===== src/rtl/out_display_ctrl.sv =====
// Output-port display controller: 16-bit binary -> 5 BCD digits (double-dabble) -> active-low 7-seg.
// Optional build macro OUT_DISP_LEADING_BLANK_EN blanks leading zero digits hex1..hex4.
module out_display_ctrl #(
    parameter int DIGITS = 5
) (
    input  logic        clock,
    input  logic        reset,
    input  logic        load,
    input  logic [15:0] value,
    output logic        busy,
    output logic        done,
    output logic [19:0] bcd,
    output logic [6:0]  hex0,
    output logic [6:0]  hex1,
    output logic [6:0]  hex2,
    output logic [6:0]  hex3,
    output logic [6:0]  hex4
);

    localparam int DATA_W = 16;
    localparam int BCD_W  = 4 * DIGITS;
    localparam int SR_W   = BCD_W + DATA_W;

    localparam logic [6:0] SEG_ZERO  = 7'b1000000;
    localparam logic [6:0] SEG_BLANK = 7'b1111111;

    typedef enum logic [1:0] {
        IDLE  = 2'd0,
        SHIFT = 2'd1,
        LATCH = 2'd2
    } state_t;

    state_t              state;
    state_t              state_next;
    logic [3:0]          cnt;
    logic                pending;
    logic                pending_next;
    logic [DATA_W-1:0]   pend_val;
    logic                start;
    logic [DATA_W-1:0]   start_val;
    logic [SR_W-1:0]     sr_p0;
    logic [BCD_W-1:0]    acc_p0;
    logic [4:0]          lead_zero;
    logic [6:0]          seg_p0 [5];

    function automatic logic [3:0] add3(input logic [3:0] d);
        return (d >= 4'd5) ? d + 4'd3 : d;
    endfunction

    // One double-dabble step: correct every digit, then shift the whole register left.
    function automatic logic [SR_W-1:0] dabble_step(input logic [SR_W-1:0] r);
        logic [SR_W-1:0] adj;
        adj = r;
        for (int i = 0; i < DIGITS; i++) begin
            adj[DATA_W + 4*i +: 4] = add3(r[DATA_W + 4*i +: 4]);
        end
        return {adj[SR_W-2:0], 1'b0};
    endfunction

    function automatic logic [6:0] seg_encode(input logic [3:0] d);
        logic [6:0] s;
        case (d)
            4'd0:    s = 7'b1000000;
            4'd1:    s = 7'b1111001;
            4'd2:    s = 7'b0100100;
            4'd3:    s = 7'b0110000;
            4'd4:    s = 7'b0011001;
            4'd5:    s = 7'b0010010;
            4'd6:    s = 7'b0000010;
            4'd7:    s = 7'b1111000;
            4'd8:    s = 7'b0000000;
            4'd9:    s = 7'b0010000;
            default: s = 7'b1111111;
        endcase
        return s;
    endfunction

    always_comb begin
        state_next   = state;
        pending_next = pending;
        start        = 1'b0;
        start_val    = value;
        case (state)
            IDLE: begin
                if (load) begin
                    start      = 1'b1;
                    state_next = SHIFT;
                end
            end
            SHIFT: begin
                if (load) begin
                    pending_next = 1'b1;
                end
                if (cnt == 4'd15) begin
                    state_next = LATCH;
                end
            end
            LATCH: begin
                // A load in the LATCH cycle beats the queued value, which is then dropped.
                if (load) begin
                    start        = 1'b1;
                    pending_next = 1'b0;
                    state_next   = SHIFT;
                end else if (pending) begin
                    start        = 1'b1;
                    start_val    = pend_val;
                    pending_next = 1'b0;
                    state_next   = SHIFT;
                end else begin
                    state_next = IDLE;
                end
            end
            default: begin
                state_next   = IDLE;
                pending_next = 1'b0;
            end
        endcase
    end

    always_ff @(posedge clock) begin
        if (reset) begin
            state   <= IDLE;
            pending <= 1'b0;
            busy    <= 1'b0;
            done    <= 1'b0;
            cnt     <= 4'd0;
        end else begin
            state   <= state_next;
            pending <= pending_next;
            busy    <= (state_next != IDLE) || pending_next;
            done    <= (state == LATCH);
            if (start) begin
                cnt <= 4'd0;
            end else if (state == SHIFT) begin
                cnt <= cnt + 4'd1;
            end
        end
    end

    // Stage p0: conversion register and queued value (data only, no reset).
    always_ff @(posedge clock) begin
        if (start) begin
            sr_p0 <= {{BCD_W{1'b0}}, start_val};
        end else if (state == SHIFT) begin
            sr_p0 <= dabble_step(sr_p0);
        end
        if (state == SHIFT && load) begin
            pend_val <= value;
        end
    end

    assign acc_p0 = sr_p0[SR_W-1:DATA_W];

    always_comb begin
        lead_zero[4] = (acc_p0[19:16] == 4'd0);
        for (int i = 3; i >= 0; i--) begin
            lead_zero[i] = lead_zero[i+1] && (acc_p0[4*i +: 4] == 4'd0);
        end
        for (int i = 0; i < 5; i++) begin
            seg_p0[i] = seg_encode(acc_p0[4*i +: 4]);
`ifdef OUT_DISP_LEADING_BLANK_EN
            if (i > 0 && lead_zero[i]) begin
                seg_p0[i] = SEG_BLANK;
            end
`endif
        end
    end

    // Stage p1: registered display outputs, updated only in LATCH.
    always_ff @(posedge clock) begin
        if (reset) begin
            bcd  <= '0;
            hex0 <= SEG_ZERO;
`ifdef OUT_DISP_LEADING_BLANK_EN
            hex1 <= SEG_BLANK;
            hex2 <= SEG_BLANK;
            hex3 <= SEG_BLANK;
            hex4 <= SEG_BLANK;
`else
            hex1 <= SEG_ZERO;
            hex2 <= SEG_ZERO;
            hex3 <= SEG_ZERO;
            hex4 <= SEG_ZERO;
`endif
        end else if (state == LATCH) begin
            bcd  <= acc_p0;
            hex0 <= seg_p0[0];
            hex1 <= seg_p0[1];
            hex2 <= seg_p0[2];
            hex3 <= seg_p0[3];
            hex4 <= seg_p0[4];
        end
    end

endmodule


===== config.mk =====
export PLATFORM = sky130hd
export DESIGN_NAME = out_display_ctrl
export DESIGN_NICKNAME = d
export VERILOG_FILES = /design/src/rtl/out_display_ctrl.sv
export SDC_FILE = /design/constraint.sdc
export NUM_CORES = 1
export LEC_CHECK = 0
export CORE_ASPECT_RATIO = 1.25
export CORE_MARGIN = 3
export CORE_UTILIZATION = 40
export DETAILED_ROUTE_END_ITERATION = 10
export PLACE_DENSITY = 0.71
export SLEW_MARGIN = 0
export SYNTH_ARGS = -nofsm -noshare
export SYNTH_HDL_FRONTEND = slang
export SYNTH_SLANG_ARGS = --single-unit

===== constraint.sdc =====
create_clock -name clock -period 6.6 [get_ports clock]
set_input_delay 1.32 -clock clock [delete_from_list [all_inputs] [get_ports clock]]
set_output_delay 1.32 -clock clock [all_outputs]
set_load 0.005 [all_outputs]

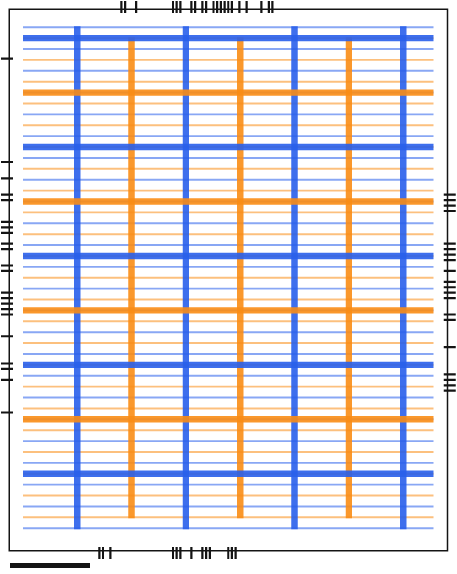
*Floorplan with the power grid, run 1*
Bar = 20 microns. Pins as bars on the die edge.
Key: blue = VSS; orange = VDD
7 straps on met4. The core has 46 rows. 9 straps on met5.
Die Y: 135 microns
CORE AREA: 12800 sq um

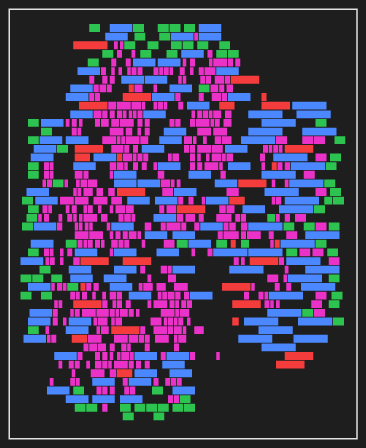
*Placement by cell class, run 1*
Key: magenta = all other logic [cells 421, share of their area 38%]; green = other buffers and delay cells [cells 78, share of their area 12%]; blue = flip-flops [cells 116, share of their area 41%]; red = clock drivers and dummy loads [cells 32, share of their area 9.1%]

==> results.py, run 1 <==
# Flow results
metrics = {
    "layout": {
        "n_antenna_cell": 0,
        "largest_reg_flops": 36,
        "inverters": 18,
        "dominant_cells": "flip-flops and latches",
        "regMostFlops": "sr_p0",
        "seq_share": 0.396,
        "final_nets": 681,
        "comb_share": 0.359,
        "fin_area_sq_um": 6680,
    },
    "logic_synthesis": {
        "synth_area_leader_cell": "dfxtp_1",
        "ys_ff": 116,
        "synth_area_sq_um": 5310,
        "ys_chip_area_sq_um": 5310,
        "synth.area.mux_share": 0.0419,
        "topCellsByArea": "dfxtp_1, edfxtp_1, a21oi_1",
        "yosys.area_share.adder": 0.0659,
        "synthesis.nets": 630,
    },
    "timing": {
        "slew_headroom": 0.198,
        "setup_viol": 0,
        "drv_slew": 0,
        "hold_viol": 0,
        "whs_ns": 0.456,
        "rsz0062_at_grt": "false",
    },
    "floorplanning": {
        "initial_core_util": 0.414,
        "num_rows": 46,
    },
    "detailed_routing": {
        "ant_nets": 0,
        "drc": 0,
        "drt-met1-wl_microns": 5480,
        "met2_wirelength_microns": 6050,
        "routed_via_density": 5.28,
        "detail_route.wl_per_cell_microns": 15.1,
        "wirelength_microns": 12300,
    },
    "global_routing": {
        "busiest_layer": "met2",
        "grt.overflow.total": 0,
        "grt_pass1_vias": 4228,
        "grt_use_total": 0.176,
    },
    "worst_setup_path": {
        "critPathMaxFanout": 55,
        "cpMostUsedCell": "a21oi_1",
        "worstReg2RegEnd": "pend_val[14]$_DFFE_PP_",
        "cp.arrival_ns": 3.04,
        "rr_worst_depth": 2,
        "critPathMaxStageDelay_ns": 0.89,
    },
    "run_status": {
        "status": "finished clean",
    },
    "clock_network": {
        "insertion_delay_ns": 0.41,
        "clockBufferDepth": 2,
        "clk_pin_slew_ns": 0.05,
        "cts_tree": "built",
        "htree_levels": 4,
        "post-cts-setup-buffers": 0,
    },
    "flow_run": {
        "warning_count": 43,
        "max_cap_viol_count": 0,
    },
    "place": {
        "place.gp.congestion": 0.823,
        "place_worst_setup_slack_ns": 3.23,
        "dpl.cell_count": 783,
    },
    "power": {
        "p_int_w": 0.00141,
        "p_sw_w": 0.000427,
        "p_seq_frac": 0.432,
        "power_leader": "the clock network",
        "pg_comb_w": 0.000148,
    },
}
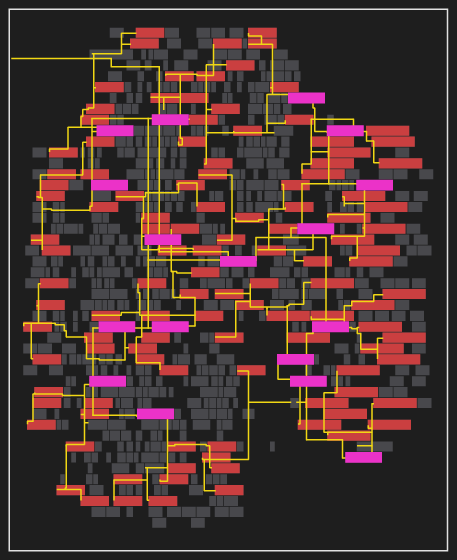
*Clock distribution, run 1*
Key: yellow = clock wires [length 1500 microns]; red = flip-flops [count 116]; magenta = cells driving clock nets [count 17]
There are 18 routed clock nets. Position of the flops: widely spread.

==> inputs of run 2 (changes only) <==
--- a/config.mk
+++ b/config.mk
@@ -9,7 +9,7 @@
 export CORE_MARGIN = 3
 export CORE_UTILIZATION = 40
 export DETAILED_ROUTE_END_ITERATION = 10
-export PLACE_DENSITY = 0.71
+export PLACE_DENSITY = 0.73
 export SLEW_MARGIN = 0
 export SYNTH_ARGS = -nofsm -noshare
 export SYNTH_HDL_FRONTEND = slang
==> constraint.sdc (replaced) <==
create_clock -name clock -period 2.4 [get_ports clock]
set_input_delay 0.48 -clock clock [delete_from_list [all_inputs] [get_ports clock]]
set_output_delay 0.48 -clock clock [all_outputs]
set_load 0.005 [all_outputs]
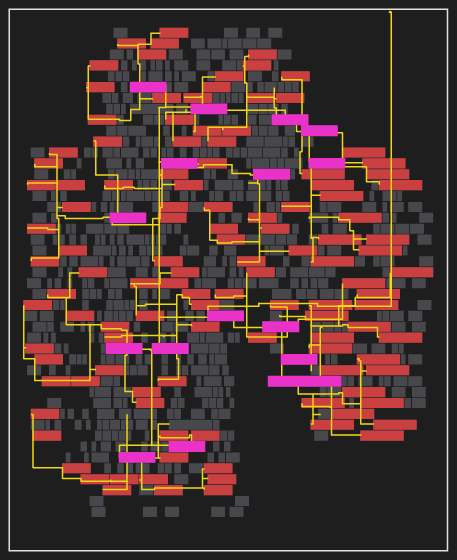
*Clock distribution, run 2*
Key: yellow = clock wires [length 1500 microns]; magenta = cells driving clock nets [count 17]; red = flip-flops [count 116]
There are 18 routed clock nets. Position of the flops: widely spread.
Clock Power Share: 0.490
Clk Latency, worst-skew pair: 0.41 ns

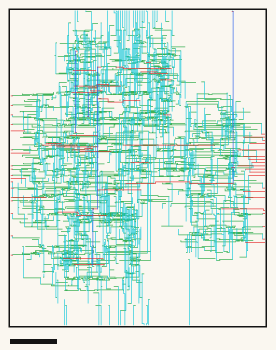
*Wiring by layer, run 2*
Bar = 20 microns.
Key: green = met1 [wire length 5480 microns]; blue = met4 [wire length 203 microns]; red = met3 [wire length 542 microns]; cyan = met2 [wire length 6160 microns]
Global Route Usage Sum: 0.174
wire length per cell: 15.0 microns
Vias: 4317
Total Wirelength: 12400 microns

==> results.py, run 2 <==
# Flow results
metrics = {
    "logic_synthesis": {
        "ys_ff": 116,
        "synth.area.mux_share": 0.0419,
        "yosys.area_share.adder": 0.0659,
        "synth_area_sq_um": 5310,
        "synth_area_leader_cell": "dfxtp_1",
        "ys_chip_area_sq_um": 5310,
        "synthesis.nets": 630,
        "topCellsByArea": "dfxtp_1, edfxtp_1, a21oi_1",
        "synthAoiAreaFrac": 0.182,
    },
    "layout": {
        "n_antenna_cell": 0,
        "regMostFlops": "sr_p0",
        "fillers": 1171,
        "largest_reg_flops": 36,
        "fin_area_sq_um": 6770,
        "dominant_cells": "flip-flops and latches",
        "final_nets": 691,
        "inverters": 18,
        "comb_share": 0.354,
    },
    "floorplanning": {
        "die_h_microns": 135,
        "coreArea_sq_um": 12800,
        "num_rows": 46,
    },
    "detailed_routing": {
        "routed_via_density": 5.23,
        "ant_nets": 0,
        "drc": 0,
    },
    "clock_network": {
        "cts_tree": "built",
        "post-cts-setup-buffers": 0,
        "clk_pin_slew_ns": 0.06,
        "clockBufferDepth": 2,
    },
    "worst_setup_path": {
        "critPathMaxStageDelay_ns": 0.42,
        "rr_worst_depth": 5,
        "critPathMaxFanout": 32,
        "cp.arrival_ns": 2.05,
        "worstReg2RegEnd": "sr_p0[6]$_DFFE_PP_",
    },
    "timing": {
        "rsz0062_at_grt": "false",
        "slew_headroom": 0.605,
        "setup_viol": 0,
        "whs_ns": 0.456,
        "fin_skew_ns": 0.00674,
    },
    "run_status": {
        "status": "finished clean",
    },
    "power": {
        "p_seq_frac": 0.428,
        "power_leader": "the clock network",
        "p_int_w": 0.00384,
        "p_total_w": 0.00509,
        "p_sw_w": 0.00125,
    },
    "global_routing": {
        "grt_pass1_vias": 4296,
        "grt.overflow.total": 0,
        "busiest_layer": "met2",
    },
    "flow_run": {
        "max_cap_viol_count": 0,
        "warning_count": 43,
    },
    "place": {
        "place.gp.congestion": 0.836,
        "place_worst_setup_slack_ns": 0.331,
    },
}
Power is estimated from default activity; no workload was simulated.
